`src/rtl/demux_1_4_32_reg.sv`:
```
// Registered 1-to-4 stream demultiplexer.
// Each channel has a one-entry holding register with a valid/ready handshake.
`timescale 1ns/1ps
module demux_1_4_32_reg #(
    parameter int WIDTH = 32,
    parameter int CNT_W = 16
) (
    input  logic             clk,
    input  logic             rst_n,
    input  logic             enable,
    input  logic [WIDTH-1:0] data_in,
    input  logic [1:0]       select,
    input  logic             in_valid,
    output logic             in_ready,
    output logic [WIDTH-1:0] data_0,
    output logic [WIDTH-1:0] data_1,
    output logic [WIDTH-1:0] data_2,
    output logic [WIDTH-1:0] data_3,
    output logic             valid_0,
    output logic             valid_1,
    output logic             valid_2,
    output logic             valid_3,
    input  logic             ready_0,
    input  logic             ready_1,
    input  logic             ready_2,
    input  logic             ready_3,
    output logic [CNT_W-1:0] count_0,
    output logic [CNT_W-1:0] count_1,
    output logic [CNT_W-1:0] count_2,
    output logic [CNT_W-1:0] count_3
);

    logic [3:0][WIDTH-1:0] data_q;
    logic [3:0][CNT_W-1:0] count_q;
    logic [3:0]            valid_q;
    logic [3:0]            ready;
    logic [3:0]            free;
    logic [3:0]            wr;
    logic [3:0]            drain;
    logic                  accept;

    assign ready = {ready_3, ready_2, ready_1, ready_0};

    // A full channel whose consumer is taking its word can be refilled
    // on the same edge, so it counts as free.
    assign drain = valid_q & ready;
    assign free  = ~valid_q | ready;

    assign in_ready = enable & rst_n & free[select];
    assign accept   = in_valid & in_ready;

    always_comb begin
        wr = 4'b0000;
        if (accept) begin
            wr[select] = 1'b1;
        end
    end

    for (genvar n = 0; n < 4; n++) begin : g_ch
        always_ff @(posedge clk or negedge rst_n) begin
            if (!rst_n) begin
                data_q[n]  <= '0;
                valid_q[n] <= 1'b0;
                count_q[n] <= '0;
            end else begin
                if (wr[n]) begin
                    data_q[n]  <= data_in;
                    valid_q[n] <= 1'b1;
                end else if (drain[n]) begin
                    valid_q[n] <= 1'b0;
                end
                if (drain[n]) begin
                    count_q[n] <= count_q[n] + CNT_W'(1);
                end
            end
        end
    end

    assign data_0  = data_q[0];
    assign data_1  = data_q[1];
    assign data_2  = data_q[2];
    assign data_3  = data_q[3];
    assign valid_0 = valid_q[0];
    assign valid_1 = valid_q[1];
    assign valid_2 = valid_q[2];
    assign valid_3 = valid_q[3];
    assign count_0 = count_q[0];
    assign count_1 = count_q[1];
    assign count_2 = count_q[2];
    assign count_3 = count_q[3];

endmodule
```
`config.mk`:
```
export PLATFORM = sky130hd
export DESIGN_NAME = demux_1_4_32_reg
export DESIGN_NICKNAME = d
export VERILOG_FILES = /design/src/rtl/demux_1_4_32_reg.sv
export SDC_FILE = /design/constraint.sdc
export NUM_CORES = 1
export LEC_CHECK = 0
export ABC_AREA = 1
export ABC_CLOCK_PERIOD_IN_PS = 3300
export CAP_MARGIN = 40
export CORE_AREA = 2 2 133 135
export DETAILED_ROUTE_END_ITERATION = 8
export DIE_AREA = 0 0 135 137
export GPL_TIMING_DRIVEN = 0
export HOLD_SLACK_MARGIN = 0.1
export PLACE_DENSITY = 0.89
export REMOVE_ABC_BUFFERS = 1
export SLEW_MARGIN = 20
export SYNTH_ARGS = -nofsm -noshare
export SYNTH_HDL_FRONTEND = slang
export SYNTH_SLANG_ARGS = --single-unit
```
`constraint.sdc`:
```
create_clock -name clk -period 3.3 [get_ports clk]
set_input_delay 0.33 -clock clk [delete_from_list [all_inputs] [get_ports clk]]
set_output_delay 0.33 -clock clk [all_outputs]
set_load 0.02 [all_outputs]
```
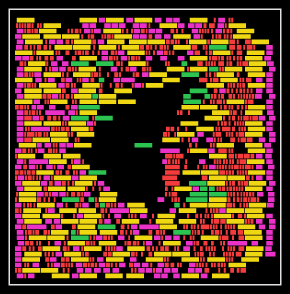
Figure 1: placement by cell class.
Scale: 2 px per um.
Red marks remaining logic cells, cells 751. Yellow marks registers, cells 196. Green marks clock drivers and dummy loads, cells 31. Magenta marks remaining buffers and delay cells, cells 250.
area of the core: 17100 um^2
final std cell area, no fill: 12000 um^2
sequential fraction of total cell area: 0.408
Util after Layout: 0.705

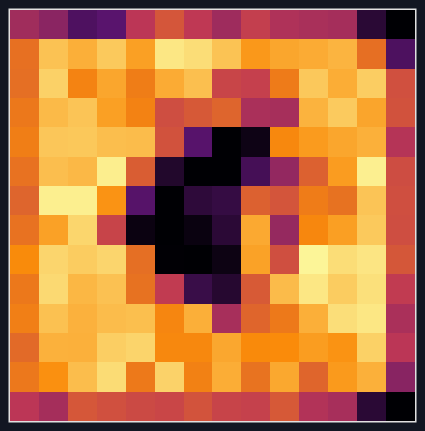
Figure 2: cell density map.
Scale: 3 px per um. The die is cut into 14 by 14 equal tiles; black is low, pale yellow is high, 0 to 100% covered.
42% of the tiles are over 75% full. The emptiest ninth of the die: center. 4.6% of the tiles are nearly empty. The fullest tile reaches 98%.

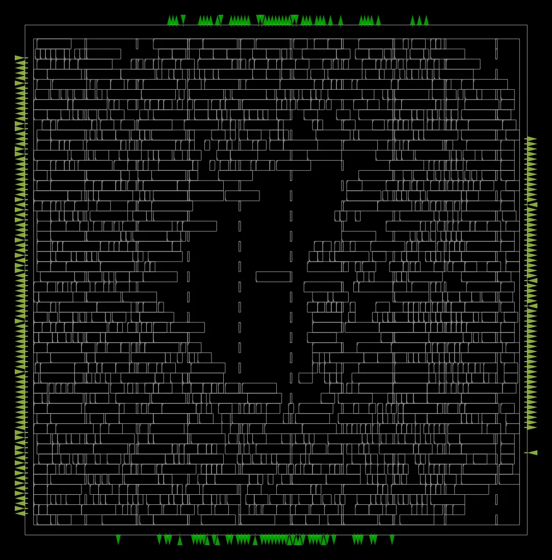
Figure 3: cell placement.
flip-flops: 196
number of fill cells in the layout: 1239
number of standard cells in the final layout excluding fillers: 1453
placement row count: 48

==> flow_summary.rst <==
Run summary
-----------

.. list-table::
   :header-rows: 1

   * - Metric
     - Value
   * - Outcome
     - complete, but fails checks
   * - Failing checks
     - hold timing
   * - Antenna Nets Post-Route
     - 0
   * - Max IR drop VDD
     - 0.383 mV
   * - Cell-by-cell trace of the critical path
     - clkdlybuf4s50_1, nor2_4, buf_16, nand2_1, nand3_1, nor2_4, buf_16, buf_16, clkdlybuf4s50_1
   * - GR Layer Usage met3
     - 0.0933
   * - Die Size
     - 18500 um^2
   * - Clk sink count
     - 196
   * - Lkg Pwr
     - 0.00584 uW
   * - Highest cell delay on the worst timing path
     - 550 ps
   * - Met1 demand-to-capacity share in global routing
     - 0.343
   * - Iteration tally of the first detailed-router pass
     - 5
   * - Clock skew
     - 15.4 ps
   * - # Cells Yosys
     - 1000
   * - Area leader, netlist
     - sky130_fd_sc_hd__dfrtp_1
   * - Weighted congestion at the end of routability-driven global placement
     - 0.846
   * - Basic-gate share of the synthesized area counting and, or, nand and nor cells
     - 0.328
   * - Placed Instance Area
     - 11400 um^2
   * - Clock Tree Root
     - sky130_fd_sc_hd__clkbuf_16
   * - Nonclk inv count
     - 66
   * - Cell depth of the worst setup path
     - 9
   * - Post-route clock period utilization
     - 0.959
   * - Largest family of logic cells by area
     - simple AND/OR/NAND/NOR gates
   * - Tally of clock buffers in the finished layout
     - 18
   * - WHS
     - -75.1 ps
   * - Worst setup path category
     - input port to output pin
   * - Endpoints failing hold
     - 97
   * - GRT Residual Overflow
     - 0
   * - Total power divided by cell area
     - 618 nW/um^2
   * - Mean area per synthesized cell
     - 8.69 um^2
   * - CP top delay family
     - buffers and inverters
   * - Amount of wire on met2 after detailed routing
     - 11.7 mm
   * - Final net count
     - 1262
   * - Clock transition at the registers of the reported paths
     - 70 ps
   * - Worst min-delay path class
     - input port to asynchronous set/reset pin
   * - Setup slack on the worst flop-to-flop path
     - 1280 ps
   * - Placement-stage worst setup slack
     - -117 ps
   * - Tap cell count
     - 225
   * - Area taken by flip-flops and latches
     - 4900 um^2
   * - Kind of launch point of the worst setup path
     - input port
   * - Vias in the first global route
     - 7591
   * - Arrival time worst endpoint
     - 2830 ps
   * - Vias per cell
     - 5.40
   * - I/O pin cnt
     - 239
   * - Slowest cell on the critical path
     - sky130_fd_sc_hd__clkdlybuf4s50_1
   * - RR Endpoint
     - data_0[26]
   * - Number of max-cap violations
     - 0
   * - Largest net degree at the start of global routing
     - 101
   * - Last element of the critical path
     - in_ready
   * - Non-clock buffer instance count of the final layout
     - 250
   * - Number of synthesized flops with an enable pin
     - 0
   * - Commonest cells post-synth
     - sky130_fd_sc_hd__nand2_1, sky130_fd_sc_hd__dfrtp_1, sky130_fd_sc_hd__nand4_1, sky130_fd_sc_hd__inv_1, sky130_fd_sc_hd__nor2_1
   * - Most frequent standard cell in the layout excluding fill and tap cells
     - sky130_fd_sc_hd__nand2_1
   * - Mux contribution to synthesized area
     - 0
   * - Arithmetic-cell share of the synthesized area counting full adders, half adders and majority gates
     - 0.00576
   * - Worst-case headroom to the max-slew limit
     - 0.509
   * - Crit. Startpoint
     - select[1]
   * - Complex-gate fraction of the synthesized area
     - 0.00734
   * - Global-route wire length before repair
     - 38.8 mm
   * - Highest-count cells in the layout ignoring fill and taps
     - sky130_fd_sc_hd__nand2_1, sky130_fd_sc_hd__clkdlybuf4s50_1, sky130_fd_sc_hd__dfrtp_1
   * - Length of routed wiring on met1
     - 10.1 mm
   * - Die width
     - 135 um
   * - Depth of the worst register-to-register path
     - 8
   * - Topmost layer with routed signal wires
     - met4
   * - Largest class
     - flip-flops and latches
   * - Library cell with the highest instance count after synthesis
     - sky130_fd_sc_hd__nand2_1
   * - Detailed Place HPWL
     - 16.4 mm
   * - Final slew viol count
     - 0
   * - RSZ-0062 raised after global routing
     - false
   * - Area taken by multi-input logic gates
     - 3350 um^2
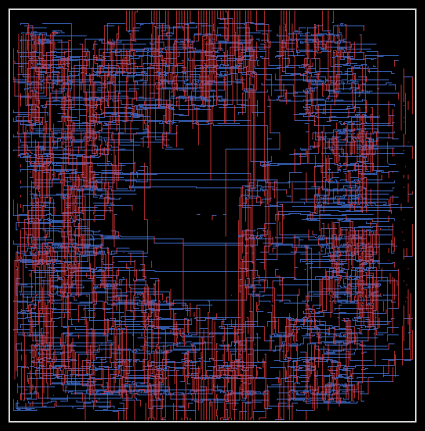
Figure 4: metal layers overlaid.
Scale: 3 px per um. Only two layers are drawn.
Red marks M2, wire length 11700 um. Blue marks M1, wire length 10100 um.
total wire length: 24.7 mm
global routing usage summed across all routing layers: 0.269
per-cell routed wire length: 17.0 um
total via count after detailed routing: 7851

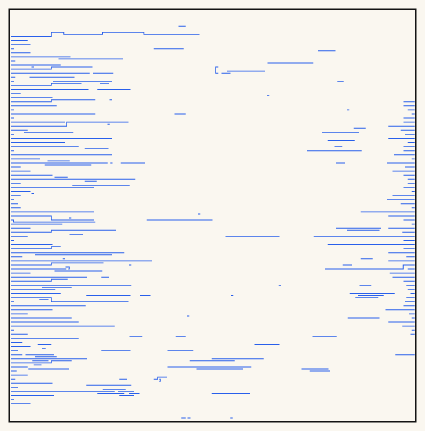
Figure 5: M3 wires.
Scale: 3 px per um.
197 nets have wire on it. The layer holds 9.9% of the routed length. The wires run mostly horizontal.

-- flip-flops by register name, indices dropped and copies added, names as in the netlist --
signal / cells
valid_3: 1
data_1: 32
count_1: 16
valid_0: 1
valid_1: 1
valid_2: 1
count_3: 16
data_3: 32
count_2: 16
data_0: 32
data_2: 32
count_0: 16
-- timing repair --
action,in CTS,in global routing
endpoints found under the setup margin,1,1
buffers inserted,1,2
pin swaps,1,2
endpoints found under the hold margin,97,97
gates resized,1,0
-- power by group --
| group | total, uW | switching (uW) | internal, uW |
|---|---|---|---|
| clock network | 2140 | 974 | 1160 |
| logic | 2170 | 1190 | 981 |
| registers | 3130 | 309 | 2820 |
| total | 7440 | 2470 | 4970 |
No activity file was given, so power comes from the tool's default toggle rates.
